`src/rtl/onehot_strobe_decoder.sv`:
```
// Binary code -> one-hot/thermometer strobe, each strobe held HOLD cycles; 1-cycle accept-to-strobe latency.
// in_ready drops only while the 1-entry buffer is full or flush is high; codes are never dropped.
module onehot_strobe_decoder #(
    parameter int IN_W   = 3,
    parameter int OUT_W  = 2**IN_W,
    parameter int HOLD   = 2,
    parameter int THERMO = 0
) (
    input  logic             clk,
    input  logic             rst_n,
    input  logic             flush,
    input  logic             in_valid,
    output logic             in_ready,
    input  logic [IN_W-1:0]  in_code,
    output logic [OUT_W-1:0] out,
    output logic             out_valid,
    output logic             busy
);

    typedef enum logic [0:0] {ST_IDLE, ST_HOLD} state_t;

    localparam logic [7:0] CNT_RELOAD = 8'(HOLD - 1);

    state_t           state_q, state_d;
    logic [7:0]       cnt_q, cnt_d;
    logic [OUT_W-1:0] out_q, out_d;
    logic             out_valid_q, out_valid_d;
    logic [IN_W-1:0]  buf_q, buf_d;
    logic             buf_full_q, buf_full_d;
    logic             accept;

    // Thermometer form is (2<<c)-1 computed one bit wider so code OUT_W-1 yields all ones.
    function automatic logic [OUT_W-1:0] decode(input logic [IN_W-1:0] c);
        logic [OUT_W:0] w;
        if (THERMO != 0) begin
            w = ((OUT_W+1)'(2) << c) - (OUT_W+1)'(1);
        end else begin
            w = (OUT_W+1)'(1) << c;
        end
        return w[OUT_W-1:0];
    endfunction

    assign in_ready  = !buf_full_q && !flush;
    assign accept    = in_valid && in_ready;
    assign out       = out_q;
    assign out_valid = out_valid_q;
    assign busy      = (state_q == ST_HOLD) || buf_full_q;

    always_comb begin
        state_d     = state_q;
        cnt_d       = cnt_q;
        out_d       = out_q;
        out_valid_d = out_valid_q;
        buf_d       = buf_q;
        buf_full_d  = buf_full_q;
        if (flush) begin
            state_d     = ST_IDLE;
            cnt_d       = '0;
            out_d       = '0;
            out_valid_d = 1'b0;
            buf_full_d  = 1'b0;
        end else begin
            case (state_q)
                ST_IDLE: begin
                    if (accept) begin
                        out_d       = decode(in_code);
                        out_valid_d = 1'b1;
                        cnt_d       = CNT_RELOAD;
                        state_d     = ST_HOLD;
                    end
                end
                ST_HOLD: begin
                    if (cnt_q != 8'd0) begin
                        cnt_d = cnt_q - 8'd1;
                        if (accept) begin
                            buf_d      = in_code;
                            buf_full_d = 1'b1;
                        end
                    end else if (buf_full_q) begin
                        out_d      = decode(buf_q);
                        cnt_d      = CNT_RELOAD;
                        buf_full_d = 1'b0;
                    end else if (accept) begin
                        // Bypass keeps back-to-back strobes gap-free when the buffer is empty.
                        out_d = decode(in_code);
                        cnt_d = CNT_RELOAD;
                    end else begin
                        out_d       = '0;
                        out_valid_d = 1'b0;
                        state_d     = ST_IDLE;
                    end
                end
                default: begin
                    state_d     = ST_IDLE;
                    out_d       = '0;
                    out_valid_d = 1'b0;
                    buf_full_d  = 1'b0;
                end
            endcase
        end
    end

    always_ff @(posedge clk or negedge rst_n) begin
        if (!rst_n) begin
            state_q     <= ST_IDLE;
            cnt_q       <= '0;
            out_q       <= '0;
            out_valid_q <= 1'b0;
            buf_q       <= '0;
            buf_full_q  <= 1'b0;
        end else begin
            state_q     <= state_d;
            cnt_q       <= cnt_d;
            out_q       <= out_d;
            out_valid_q <= out_valid_d;
            buf_q       <= buf_d;
            buf_full_q  <= buf_full_d;
        end
    end

endmodule

```
`config.mk`:
```
export PLATFORM = sky130hd
export DESIGN_NAME = onehot_strobe_decoder
export DESIGN_NICKNAME = d
export VERILOG_FILES = /design/src/rtl/onehot_strobe_decoder.sv
export SDC_FILE = /design/constraint.sdc
export NUM_CORES = 1
export LEC_CHECK = 0
export CAP_MARGIN = 5
export CORE_MARGIN = 2
export CORE_UTILIZATION = 57
export DETAILED_ROUTE_END_ITERATION = 7
export GPL_TIMING_DRIVEN = 0
export HOLD_SLACK_MARGIN = 0.08
export PLACE_DENSITY = 0.88
export SKIP_CTS_REPAIR_TIMING = 1
export SLEW_MARGIN = 10
export SYNTH_ARGS = -nofsm -noshare
export SYNTH_HDL_FRONTEND = slang
export SYNTH_SLANG_ARGS = --single-unit
export TNS_END_PERCENT = 5
```
`constraint.sdc`:
```
create_clock -name clk -period 3.1 [get_ports clk]
set_clock_uncertainty 0.1 [all_clocks]
set_input_delay 0.62 -clock clk [delete_from_list [all_inputs] [get_ports clk]]
set_output_delay 0.62 -clock clk [all_outputs]
set_load 0.005 [all_outputs]
```
**Run 1: sizing map**

(8 px per um)
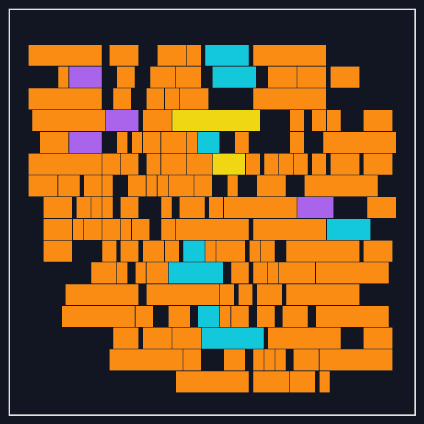
- x3 and x4: cyan (cells 8; share 5.6%)
- x2: purple (cells 4; share 2.8%; most used mux2_2)
- x1 and smaller: orange (cells 128; share 90%; most used dfrtp_1)
- x6 and larger: yellow (cells 2; share 1.4%)
total non-filler cell area in the finished layout: 0.00149 sq mm
number of signal-net buffers in the layout: 21
area grow syn2layout: 20.8%
final worst setup slack: 0.380 ns

**Run 1: cell placement**

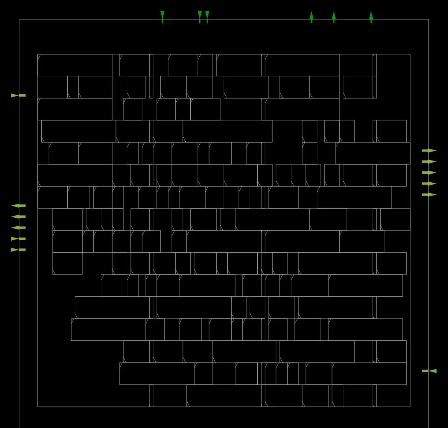
FILL cells: 134
count of non-filler cells in the finished layout: 169

==> notes.md, run 1 <==
Status on the layout run. Per the finish-stage timing summary, setup violations number 0. Number of optimization iterations in the first detailed-route pass landed at 4. The launch point of the worst register-to-register path is recorded as cnt_q[0]$_DFF_PN0_. Count of buffer and inverter cells on the critical path landed at 3. The commonest cells after synthesis are 22 x sky130_fd_sc_hd__dfrtp_1, 10 x sky130_fd_sc_hd__o21ai_0, 8 x sky130_fd_sc_hd__nor2_1. The cell type that accounts for the most area after synthesis is sky130_fd_sc_hd__dfrtp_1. For this run, the leading register cell type out of synthesis is sky130_fd_sc_hd__dfrtp_1. STA shows the worst min-delay path finishing at out[3]$_DFFE_PN0P_.

Of the post-synthesis cell area, the dominant cell type holds 44.6%. Per the CTS log, the maximum H-tree level is 1. STA classifies the critical path startpoint as a primary input. The first routing iteration left 22 violations.

Summing the areas of all and, or, nand and nor instances in the mapped netlist gives 19.5% of the synthesized area. For this design, the sink count on the clock tree is 22. In the post-synthesis netlist, the cell with the most instances is sky130_fd_sc_hd__dfrtp_1. Among the stages of the critical path, the cell type that occurs most often is sky130_fd_sc_hd__clkdlybuf4s50_1.

The clock network consumes a total of 221 uW. The largest part of the power goes to registers. The tightest hold path in the finished design has a slack of 0.427 ns. The synthesized netlist was found by Yosys to have 121 cells.

Power share of the combinational group landed at 35.1%. Share of total power in the clock network landed at 23.1%. Fraction of the cycle the final worst path needs landed at 87.8%.

In the final report, the number of hold violations comes to 0. Area of the mapped netlist landed at 0.00123 sq mm. The root buffer cell chosen for the clock tree is sky130_fd_sc_hd__clkbuf_4. Largest net degree at the start of global routing landed at 23. In this design, the stage delay of the slowest critical-path cell is 0.47 ns. Multi-input gate count landed at 88. In this run the critical register-to-register path is captured at out[7]$_DFFE_PN0P_. In this run the worst setup path begins at flush. Ranked by total cell area, the synthesized netlist is headed by sky130_fd_sc_hd__dfrtp_1 45%, sky130_fd_sc_hd__o21ai_0 4.1%, sky130_fd_sc_hd__mux2_4 3.6%. Overall track demand over capacity in global routing landed at 24.0%. The flow ran to the end, and the final reports show no timing, DRC or antenna violations. Total congestion overflow after global routing landed at 0.

Number of antenna repair diodes landed at 0. At floorplan, the net count of the design was reported as 130. Number of top-level pins landed at 18. The most critical min-delay path falls under flip-flop to flip-flop.

The worst setup path is captured at an output pin. Of the post-synthesis cell area, the part taken by muxes is 8.00%. Each instance of the synthesized netlist takes up on average 10.2 sq um. At the floorplan stage, the core utilization is reported as 61.7%. For this design the total switching power over the nets is 331 uW.

Reported max-cap violation count landed at 0. After layout the clock buffers and inverters come to 3.52% of cell area. The floorplan has 16 rows.
**Run 1: signal wires on met3**

(6 px per um)
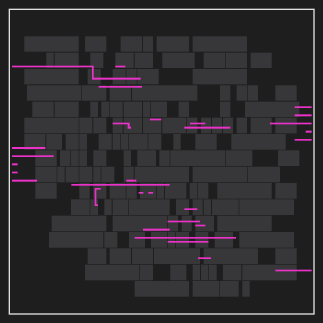
- share of all routed wire: 5.3%
- wire length on this layer: 143 um
- nets with wire on the layer: 27

==> inputs of run 2 (changes only) <==
--- a/config.mk
+++ b/config.mk
@@ -11,7 +11,7 @@
 export DETAILED_ROUTE_END_ITERATION = 7
 export GPL_TIMING_DRIVEN = 0
 export HOLD_SLACK_MARGIN = 0.08
-export PLACE_DENSITY = 0.88
+export PLACE_DENSITY = 0.79
 export SKIP_CTS_REPAIR_TIMING = 1
 export SLEW_MARGIN = 10
 export SYNTH_ARGS = -nofsm -noshare
**Run 2: signal wires on met3**

(6 px per um)
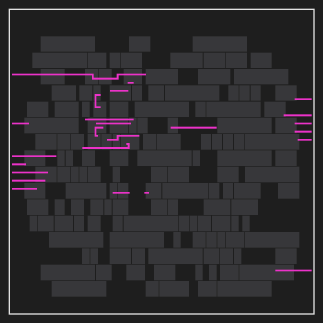
- nets with wire on the layer: 22
- longest straight run: 13.3 um
count of vias placed by the detailed router: 1030
met3 global-route usage: 2.98%

==> run 2 against run 1 <==
Power shrank 7.5%; synthesized area is the same; die size is the same; sequential power is essentially flat; highest routed layer unchanged.
==> notes.md, run 2 <==
Status on the layout run. The global route stage reports its total congestion overflow as 0. For reference, the top cells by count after synthesis are 22 x sky130_fd_sc_hd__dfrtp_1, 10 x sky130_fd_sc_hd__o21ai_0, 8 x sky130_fd_sc_hd__nor2_1. The share of synthesized area in the top cell type comes to 44.6%.

The final layout report lists a non-clock buffer count of 21. Number of cells in the finished layout apart from fillers landed at 169. Overall track demand over capacity in global routing landed at 22.4%. Clock network power consumption landed at 154 uW.

Reported max-cap violation count landed at 0. Per the timing report, the most critical flop-to-flop path originates at cnt_q[0]$_DFF_PN0_. Clock tree synthesis found a total of 22 sinks.

Area of all placed cells without fillers landed at 0.00148 sq mm. Number of optimization iterations in the first detailed-route pass landed at 4. Maximum fanout along the worst path landed at 10. In this run the mean area of a mapped cell was 10.2 sq um. For flop-to-flop paths, the worst setup slack is 0.89 ns.

Along the worst hold path, the cell count comes to 1. The critical path contains buffers and inverters numbering 3 combined. Count of nets left with antenna violations after detail routing landed at 0. After layout, the worst setup slack is 0.393 ns. Row generation in the floorplan step produced 16 rows. Entering global routing, the biggest net connects 23 pins. Register cell area after layout landed at 551 sq um. Worst hold slack after final layout landed at 0.418 ns. The chip occupies 0.00255 sq mm. The routed design uses 1.13 mm of met2 wire.

Sorting the synthesized cells by area gives the leading types as sky130_fd_sc_hd__dfrtp_1 45%, sky130_fd_sc_hd__o21ai_0 4.1%, sky130_fd_sc_hd__mux2_4 3.6%. The layout has 148 filler cells. Of all cell types, the one taking the most synthesized area is sky130_fd_sc_hd__dfrtp_1. In the final report, the number of hold violations comes to 0. The flow ran to the end, and the final reports show no timing, DRC or antenna violations. Summed negative setup slack over all endpoints landed at 0 ns. Power share of the combinational group landed at 37.5%.

Per the slew report, the remaining headroom to the max-slew limit stands at 36.5%. The tree is rooted in a sky130_fd_sc_hd__clkbuf_4. Per the Yosys statistics, synthesis produced 121 cells.

Maximum single-stage delay on the critical path landed at 0.47 ns. The synthesis report names the predominant flop master as sky130_fd_sc_hd__dfrtp_1. Post-route period utilization is reported as 87.3%. Among the stages of the critical path, the cell type that occurs most often is sky130_fd_sc_hd__clkdlybuf4s50_1. Tracing the worst setup path back leads to its startpoint at flush. The endpoint of the worst hold path is reported as cnt_q[7]$_DFF_PN0_. Switching power of the nets landed at 319 uW. The post-placement cell area is 0.00144 sq mm. CTS built an H-tree with a depth of 1. Initial standard-cell utilization of the core landed at 61.7%. The path class of the tightest hold or removal check is flip-flop to flip-flop.

The synthesized netlist devotes 19.5% of its cell area to simple gates. In this run, placement finished with an instance count of 165. Area of the mapped netlist landed at 0.00123 sq mm.

Number of top-level pins landed at 18. Number of flip-flops and latches landed at 22. The clock network is responsible for 17.5% of the overall power.

Starting DRC count in detailed routing landed at 24. Ranked by total area, the top cell class in this layout is combinational gates. In this run the layout overhead on the synthesized area is reported as 19.5%.

STA classifies the critical path startpoint as a primary input. The stage logs contain a warning count of 27. Compound-cell area share of the yosys netlist landed at 21.3%. Internal portion of total power landed at 565 uW.

Minimum setup slack after placement landed at 0.202 ns. The cell sequence reported for the critical path is clkdlybuf4s50_1, clkbuf_1, nor2_1, clkdlybuf4s50_1. The last timing report of the flow puts the setup violation total at 0.

Xor-xnor portion of the synthesized cell area landed at 0.709%. Per report_power, the top consumer among the power groups is registers. Portion of the layout cell area used by clock cells landed at 2.46%. For the worst reg-to-reg path, the endpoint reported by OpenROAD is out[7]$_DFFE_PN0P_. Portion of netlist area occupied by mux cells landed at 8.00%. The number of nets in the synthesized netlist is 130. The worst setup path is captured at an output pin. In the layout the tool counted multi-input logic cells amounting to 88. For this run, the script counts the antenna cells in the layout as 0. In the routed design, unresolved DRC markers number 0. sky130_fd_sc_hd__dfrtp_1 is the most common cell in the netlist.
Power is estimated from default activity; no workload was simulated.
